==> config.mk <==
export PLATFORM = sky130hd
export DESIGN_NAME = pong_ball_ctrl
export DESIGN_NICKNAME = d
export VERILOG_FILES = /design/src/rtl/pong_ball_ctrl.sv
export SDC_FILE = /design/constraint.sdc
export NUM_CORES = 1
export LEC_CHECK = 0
export CAP_MARGIN = 5
export CORE_ASPECT_RATIO = 0.6
export CORE_MARGIN = 2
export CORE_UTILIZATION = 50
export DETAILED_ROUTE_END_ITERATION = 8
export MAX_ROUTING_LAYER = met4
export PLACE_DENSITY = 0.78
export SLEW_MARGIN = 20
export SYNTH_ARGS = -nofsm -noshare
export SYNTH_HDL_FRONTEND = slang
export SYNTH_SLANG_ARGS = --single-unit
==> constraint.sdc <==
create_clock -name clk -period 3.4 [get_ports clk]
set_input_delay 0.68 -clock clk [delete_from_list [all_inputs] [get_ports clk]]
set_output_delay 0.68 -clock clk [all_outputs]
set_load 0.005 [all_outputs]
==> src/rtl/pong_ball_ctrl.sv <==
// pong_ball_ctrl: frame-rate Pong game controller.
//   Collects per-pixel ball/paddle/wall overlaps into sticky hit flags over a
//   frame, then on each frame_tick bounces, moves, scores and sequences
//   IDLE -> SERVE_WAIT -> PLAY -> (SERVE_WAIT | OVER) -> IDLE.
// Ports:
//   clk, rst (async, active-high), frame_tick (1-clk pulse at vblank start)
//   ball_pix, paddle_1_pix, paddle_2_pix, top_pix, bot_pix : pixel overlaps
//   serve     : level button; a rising edge starts/restarts play
//   ball_x/ball_y : ball top-left, registered, change only on frame_tick
//   score_1/score_2 : left/right scores; in_play / game_over : state flags
module pong_ball_ctrl #(
  parameter int H_RES        = 640,
  parameter int V_RES        = 480,
  parameter int BALL_SIZE    = 8,
  parameter int SPEED        = 2,
  parameter int SERVE_FRAMES = 60,
  parameter int WIN_SCORE    = 7,
  parameter int X_W          = 10,
  parameter int Y_W          = 10
) (
  input  logic           clk,
  input  logic           rst,
  input  logic           frame_tick,
  input  logic           ball_pix,
  input  logic           paddle_1_pix,
  input  logic           paddle_2_pix,
  input  logic           top_pix,
  input  logic           bot_pix,
  input  logic           serve,
  output logic [X_W-1:0] ball_x,
  output logic [Y_W-1:0] ball_y,
  output logic [3:0]     score_1,
  output logic [3:0]     score_2,
  output logic           in_play,
  output logic           game_over
);

  typedef enum logic [1:0] {S_IDLE, S_SERVE_WAIT, S_PLAY, S_OVER} state_t;

  localparam int CNT_W = $clog2(SERVE_FRAMES + 1);
  localparam logic [X_W-1:0]   X_CTR    = X_W'((H_RES - BALL_SIZE) / 2);
  localparam logic [Y_W-1:0]   Y_CTR    = Y_W'((V_RES - BALL_SIZE) / 2);
  localparam logic [X_W-1:0]   X_SPD    = X_W'(SPEED);
  localparam logic [Y_W-1:0]   Y_SPD    = Y_W'(SPEED);
  localparam logic [CNT_W-1:0] CNT_LAST = CNT_W'(SERVE_FRAMES - 1);
  localparam logic [3:0]       WIN      = 4'(WIN_SCORE);

  state_t           r_state, w_state_nx;
  logic [CNT_W-1:0] r_cnt, w_cnt_nx;
  logic [X_W-1:0]   r_x, w_x_nx;
  logic [Y_W-1:0]   r_y, w_y_nx;
  logic             r_dx_neg, w_dx_neg_nx;   // direction sign: 1 = moving left
  logic             r_dy_neg, w_dy_neg_nx;   // direction sign: 1 = moving up
  logic [3:0]       r_s1, w_s1_nx;
  logic [3:0]       r_s2, w_s2_nx;
  logic             r_hit_p1, r_hit_p2, r_hit_top, r_hit_bot;
  logic             r_serve_q;
  logic             r_in_play, r_game_over;

  logic           w_serve_rise;
  logic [X_W:0]   w_x_far;
  logic [X_W-1:0] w_dx;
  logic [Y_W-1:0] w_dy;

  assign w_serve_rise = serve & ~r_serve_q;
  // Right edge the ball would reach after one more step, one bit wider so it cannot wrap.
  assign w_x_far = {1'b0, r_x} + (X_W+1)'(BALL_SIZE + SPEED);

  always_comb begin
    w_state_nx  = r_state;
    w_cnt_nx    = r_cnt;
    w_x_nx      = r_x;
    w_y_nx      = r_y;
    w_dx_neg_nx = r_dx_neg;
    w_dy_neg_nx = r_dy_neg;
    w_s1_nx     = r_s1;
    w_s2_nx     = r_s2;
    w_dx        = X_SPD;
    w_dy        = Y_SPD;
    case (r_state)
      S_IDLE: begin
        w_x_nx = X_CTR;
        w_y_nx = Y_CTR;
        if (w_serve_rise) begin
          w_state_nx = S_SERVE_WAIT;
          w_cnt_nx   = '0;
        end
      end
      S_SERVE_WAIT: begin
        w_x_nx = X_CTR;
        w_y_nx = Y_CTR;
        if (frame_tick) begin
          if (r_cnt == CNT_LAST) w_state_nx = S_PLAY;
          else                   w_cnt_nx   = r_cnt + 1'b1;
        end
      end
      S_PLAY: begin
        if (frame_tick) begin
          // Bounce only toward the paddle/wall that was hit, so a ball still
          // overlapping after reversing is not flipped back.
          if (r_hit_p1 && r_dx_neg)       w_dx_neg_nx = 1'b0;
          else if (r_hit_p2 && !r_dx_neg) w_dx_neg_nx = 1'b1;
          if (r_hit_top && r_dy_neg)       w_dy_neg_nx = 1'b0;
          else if (r_hit_bot && !r_dy_neg) w_dy_neg_nx = 1'b1;

          if (w_dx_neg_nx && (r_x < X_SPD)) begin
            // Left goal: serve next toward the left player.
            w_s2_nx     = r_s2 + 1'b1;
            w_dx_neg_nx = 1'b1;
            w_x_nx      = X_CTR;
            w_y_nx      = Y_CTR;
            w_cnt_nx    = '0;
            w_state_nx  = (w_s2_nx == WIN) ? S_OVER : S_SERVE_WAIT;
          end else if (!w_dx_neg_nx && (w_x_far > (X_W+1)'(H_RES - 1))) begin
            w_s1_nx     = r_s1 + 1'b1;
            w_dx_neg_nx = 1'b0;
            w_x_nx      = X_CTR;
            w_y_nx      = Y_CTR;
            w_cnt_nx    = '0;
            w_state_nx  = (w_s1_nx == WIN) ? S_OVER : S_SERVE_WAIT;
          end else begin
            w_dx   = w_dx_neg_nx ? (X_W'(0) - X_SPD) : X_SPD;
            w_dy   = w_dy_neg_nx ? (Y_W'(0) - Y_SPD) : Y_SPD;
            w_x_nx = r_x + w_dx;
            w_y_nx = r_y + w_dy;
          end
        end
      end
      S_OVER: begin
        w_x_nx = X_CTR;
        w_y_nx = Y_CTR;
        if (w_serve_rise) begin
          w_s1_nx     = '0;
          w_s2_nx     = '0;
          w_dx_neg_nx = 1'b0;
          w_dy_neg_nx = 1'b0;
          w_state_nx  = S_IDLE;
        end
      end
      default: w_state_nx = S_IDLE;
    endcase
  end

  always_ff @(posedge clk or posedge rst) begin
    if (rst) begin
      r_state     <= S_IDLE;
      r_cnt       <= '0;
      r_x         <= X_CTR;
      r_y         <= Y_CTR;
      r_dx_neg    <= 1'b0;
      r_dy_neg    <= 1'b0;
      r_s1        <= '0;
      r_s2        <= '0;
      r_hit_p1    <= 1'b0;
      r_hit_p2    <= 1'b0;
      r_hit_top   <= 1'b0;
      r_hit_bot   <= 1'b0;
      r_serve_q   <= 1'b0;
      r_in_play   <= 1'b0;
      r_game_over <= 1'b0;
    end else begin
      r_state     <= w_state_nx;
      r_cnt       <= w_cnt_nx;
      r_x         <= w_x_nx;
      r_y         <= w_y_nx;
      r_dx_neg    <= w_dx_neg_nx;
      r_dy_neg    <= w_dy_neg_nx;
      r_s1        <= w_s1_nx;
      r_s2        <= w_s2_nx;
      r_serve_q   <= serve;
      r_in_play   <= (w_state_nx == S_PLAY);
      r_game_over <= (w_state_nx == S_OVER);
      // A set coinciding with frame_tick wins, carrying the event into the next frame.
      r_hit_p1  <= (ball_pix & paddle_1_pix) | (r_hit_p1  & ~frame_tick);
      r_hit_p2  <= (ball_pix & paddle_2_pix) | (r_hit_p2  & ~frame_tick);
      r_hit_top <= (ball_pix & top_pix)      | (r_hit_top & ~frame_tick);
      r_hit_bot <= (ball_pix & bot_pix)      | (r_hit_bot & ~frame_tick);
    end
  end

  assign ball_x    = r_x;
  assign ball_y    = r_y;
  assign score_1   = r_s1;
  assign score_2   = r_s2;
  assign in_play   = r_in_play;
  assign game_over = r_game_over;

endmodule

Figure 1. Sequential cells colored by netlist name.
The bar under the picture is 20 µm long.
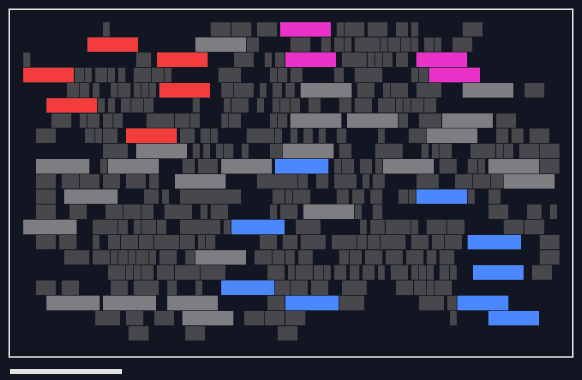
- score_2: magenta (sequential cells 4)
- ball_x: blue (sequential cells 9)
- r_cnt: red (sequential cells 6; where north-west)
share of cell area taken by flip-flops and latches: 32.89%
final core utilization: 60.26%

Figure 2. Track usage over the die.
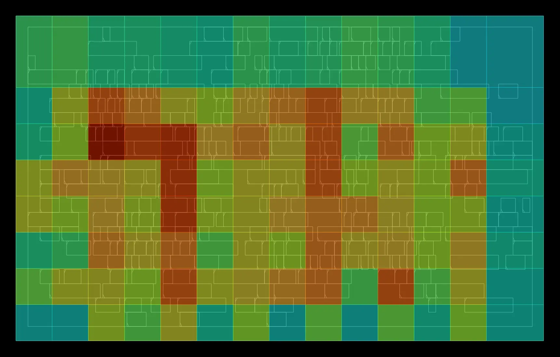
met1 Track Usage GR: 33.62%
GR met3 Demand/Resource: 4.251%
met2 Use GR: 30.57%
layer carrying the most global-route usage: met1
global-route total usage across every layer: 22.15%

Figure 3. The metal 1 layer.
The bar under the picture is 20 µm long. Supply wires on this layer in gray. Cells faint in the background.
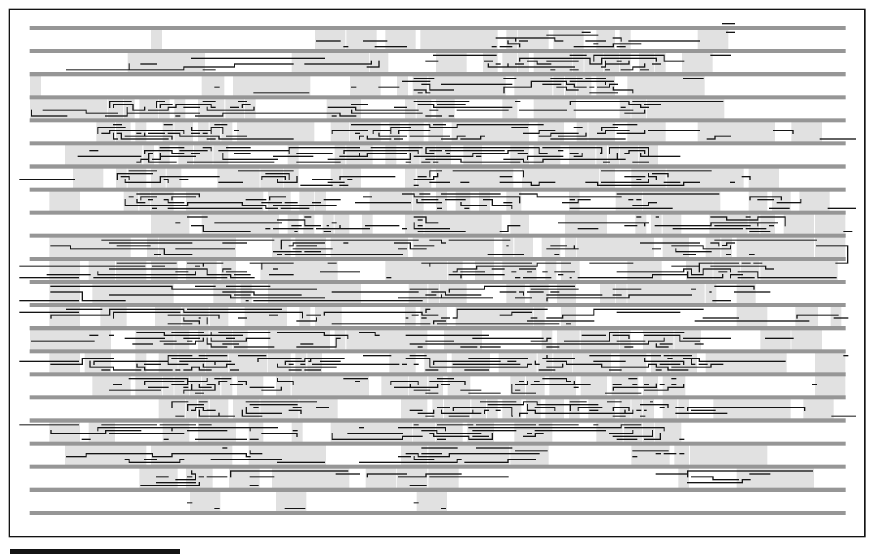
- main direction: horizontal
- nets with wire on the layer: 341
- longest straight run: 28.1 µm
- share of all routed wire: 51%
- wire length on this layer: 3,170 µm
number of vias in the routed layout: 2,356
aggregate routed wire length: 6179 µm

stage by stage:
stage,worst slack [ps],hold slack [ps],utilization [%],power (µW)
2_1_floorplan,959.2,441.6,-,1370
3_3_place_gp,706.4,468.6,58.40,1536
3_5_place_dp,608.0,468.1,58.40,1572
4_1_cts,656.9,481.5,60.26,1967
5_1_grt,385.8,523.8,60.26,2126
6_report,543.6,478.9,60.26,1969
worst max path at each step:
stage,startpoint,endpoint,cells past startpoint
finish,r_dy_neg,ball_y[8],10
global route,r_dy_neg,ball_y[8],10
CTS,r_dy_neg,ball_y[9],10
detailed placement,frame_tick,ball_x[9],5
global placement,frame_tick,ball_x[9],5
floorplan,r_dy_neg,ball_y[9],10
worst max-delay path: cells and delay by family (launching register included):
family                     cells  cell delay, ps
DFF                            1             370
adders and majority gates      1             340
muxes                          1             430
buffers and inverters          2             350
and+or+nand+nor                1             100
xor gates and xnor gates       1             180
AOI/OAI and AO/OA              4             960
power by group through the flow:
stage	Clock, µW	Sequential (µW)	Combinational (µW)
after floorplan	0	663	707
after detailed placement	0	690	882
after global routing	423	697	1010
after global placement	0	686	850
after CTS	399	681	887
final	392	684	894
cells by family (layout without fill, tap and decap cells):
group	after synthesis	after routing	synth area share, %
AND/OR/NAND/NOR	106	106	18.15
AND-OR/OR-AND	90	90	22.31
flip-flops	43	43	38.89
buffers and inverters	30	65	4.604
adder cells (fa/ha/maj)	22	22	10.37
XOR/XNOR	14	14	4.381
multiplexers	3	3	1.162
other	1	2	0.1340
sequential cells by signal, summed over array words and instances (netlist names), 2 cells and up:
register	cells
score_2	4
ball_y	9
score_1	4
r_state	2
ball_x	9
r_cnt	6
==> results.rst <==
Implementation results
======================

.. list-table::
   :header-rows: 1

   * - Metric
     - Value
   * - Register share of total power
     - a little over a third
   * - Worst IR Drop VDD
     - 302.2 µV
   * - Initial detailed-routing violation count
     - roughly 140
   * - Post-route clock period utilization
     - a little over four fifths
   * - Met2 routed wirelength
     - ~2600 µm
   * - Highest metal layer with signal wires
     - met4
   * - Clock Path Buffers
     - 2
   * - Clk cell area share
     - between 3 and 4%
   * - Total DRC errors in the routed layout
     - 0
   * - Buffers outside the clock class
     - 37
   * - Commonest cells after routing, fill and taps aside
     - sky130_fd_sc_hd__nand2_1 (36), sky130_fd_sc_hd__clkdlybuf4s50_1 (36), sky130_fd_sc_hd__dfrtp_1 (33)
   * - Die width
     - around 100 µm
   * - Internal
     - between 1000 and 1500 µW
   * - Well-tap cell count
     - a little under 70
   * - Final #Nets
     - 376
   * - Minimum clock period after layout
     - about 2900 ps
   * - DR pass1 iterations
     - 4
   * - Comb/total area
     - between 40% and 50%
   * - CP arrival
     - about 3000 ps
   * - Transition at the pin with the smallest max-transition slack
     - slightly above 600 ps
   * - Number of cells in the design after placement
     - between 400 and 500
   * - Worst skew pair latency
     - around 300 ps
   * - Total Neg Setup Slack
     - 0 ps
   * - Num CTS Buffers
     - 5
   * - Synthesized instance count
     - 309
   * - Cell taking the most area after synthesis
     - sky130_fd_sc_hd__dfrtp_1
   * - Highest-delay cell along the critical path
     - sky130_fd_sc_hd__o41ai_1
   * - Largest type area fraction
     - between 20 and 30%
   * - Cell area after layout
     - between 0.003 and 0.004 mm²
   * - Row Count
     - 21
   * - Main synth FF type
     - sky130_fd_sc_hd__dfrtp_1
   * - First-pass GRT wire length
     - 10,380 µm
   * - Setup repair after global routing missed its margin
     - no
   * - Final global-route overflow total
     - 0
   * - Relative slew slack
     - 59.37%
   * - Destination of the worst register-to-register timing path
     - ball_y[8]
   * - Clock Root Buffer
     - sky130_fd_sc_hd__clkbuf_8
   * - Worst Hold Path EP
     - r_cnt[5]
   * - Floorplan die area
     - slightly above 0.006 mm²
   * - ANT nets after route
     - 0
   * - Vias per Instance
     - around 5.7
   * - Io pins
     - 39
   * - Ordered cell list for the critical path
     - inv_1, mux2i_1, inv_1, ha_1, a21o_1, a211oi_1, nor2_1, o41ai_1, xor2_1, o21ai_0
   * - Sw power
     - 745.4 µW
   * - Total number of clock tree sinks
     - approximately 43
   * - Placement-stage cell area
     - around 0.0032 mm²
   * - Via count of the first global-routing pass
     - around 2,100
   * - Post-synth seq share
     - 38.89%
   * - Average cell area after synthesis
     - 9.058 µm²
   * - Dpl hpwl
     - between 4000 and 5000 µm
   * - Synth top area cells
     - sky130_fd_sc_hd__dfrtp_1 (30%), sky130_fd_sc_hd__dfstp_2 (9.4%), sky130_fd_sc_hd__ha_1 (8.9%), sky130_fd_sc_hd__nand2_1 (4.8%), sky130_fd_sc_hd__o21ai_0 (3.9%)
   * - DRT met1 WL
     - approximately 3200 µm
   * - Area added between synthesis and finish
     - 18.24%
   * - Combinational share of power
     - 45.4%
   * - Slowest cell delay on critical path
     - 460 ps
   * - Area reported by Yosys stat
     - about 0.0028 mm²
   * - Core ar.
     - 0.005492 mm²
   * - Worst-path clk slew
     - approximately 80 ps
   * - Type of the tightest min-delay check
     - reg2reg
   * - H-Tree Depth
     - 2
   * - Final hold viol count
     - 0
   * - Register bit count reported by yosys
     - 43
   * - Weighted congestion reported at the end of routability-driven placement
     - between 0.8 and 0.9
   * - Hold path cells
     - 1
   * - Outcome
     - finished, final reports clean
   * - Non-clk buf share
     - 11.12%
   * - Min-Delay Startpoint
     - r_cnt[5]
   * - Floorplan core density
     - 50.97%
   * - Count of placed standard cells in the final layout, fillers left out
     - 414
   * - Antenna diode instance count
     - 0
   * - Sequential cell area in the final layout
     - between 0.001 and 0.0015 mm²
   * - Pwr per Cell Area
     - around 600 mW/mm²
   * - Count of library flops with an enable pin
     - 0
   * - Count of cells along the worst register-to-register path
     - 10
   * - Clock tree skew after final layout
     - roughly 10 ps
   * - Async set or reset register ratio after synthesis
     - 100.0%
   * - Log Warnings
     - 29
   * - Biggest cell category by area in the final layout
     - logic gates
   * - Number of filler cells placed in the layout
     - 488
   * - Slack of the worst reg-to-reg path
     - approximately 540 ps
   * - Number of gates resized after cts
     - 0
   * - Inverters excl. clock
     - 21
   * - Met3 wirelength from detailed routing
     - 355 µm
   * - Cell with the most instances on the worst path
     - sky130_fd_sc_hd__inv_1
   * - Maximum frequency from static timing analysis
     - around 350 MHz
   * - Multi-input combinational gate total
     - 237
   * - Initial antenna violation count
     - 0
   * - Cell Area, Synth
     - ~0.0028 mm²
   * - Commonest cells in the netlist
     - sky130_fd_sc_hd__nand2_1 (36), sky130_fd_sc_hd__dfrtp_1 (33), sky130_fd_sc_hd__nor2_1 (22), sky130_fd_sc_hd__o21ai_0 (22), sky130_fd_sc_hd__inv_1 (21)
   * - Data required time of the worst path
     - 3560 ps
   * - Leakage Power
     - 0.001420 µW
   * - Flip-flops
     - 43
   * - Max Cap Viol
     - 0
   * - Most frequent cell after synthesis
     - sky130_fd_sc_hd__nand2_1
   * - Clock tree from TritonCTS
     - done
   * - Largest net degree at the start of global routing
     - 44
   * - IO buf count
     - 36
   * - Clock buffer instance count of the final layout
     - 6
   * - Maximum fanout encountered on the critical timing path
     - 7
   * - Synthesis Warnings
     - 0
   * - Routed wire length per instance
     - 14.93 µm
   * - Yosys cell count
     - between 300 and 400
   * - Startpoint class of the critical path
     - register
   * - Setup Crit Path Kind
     - reg2reg
   * - Kind of capture point of the worst setup path
     - register
   * - Combinational gate area
     - around 0.0016 mm²
Power figures rest on the tool's default switching activity, not on a simulated workload.
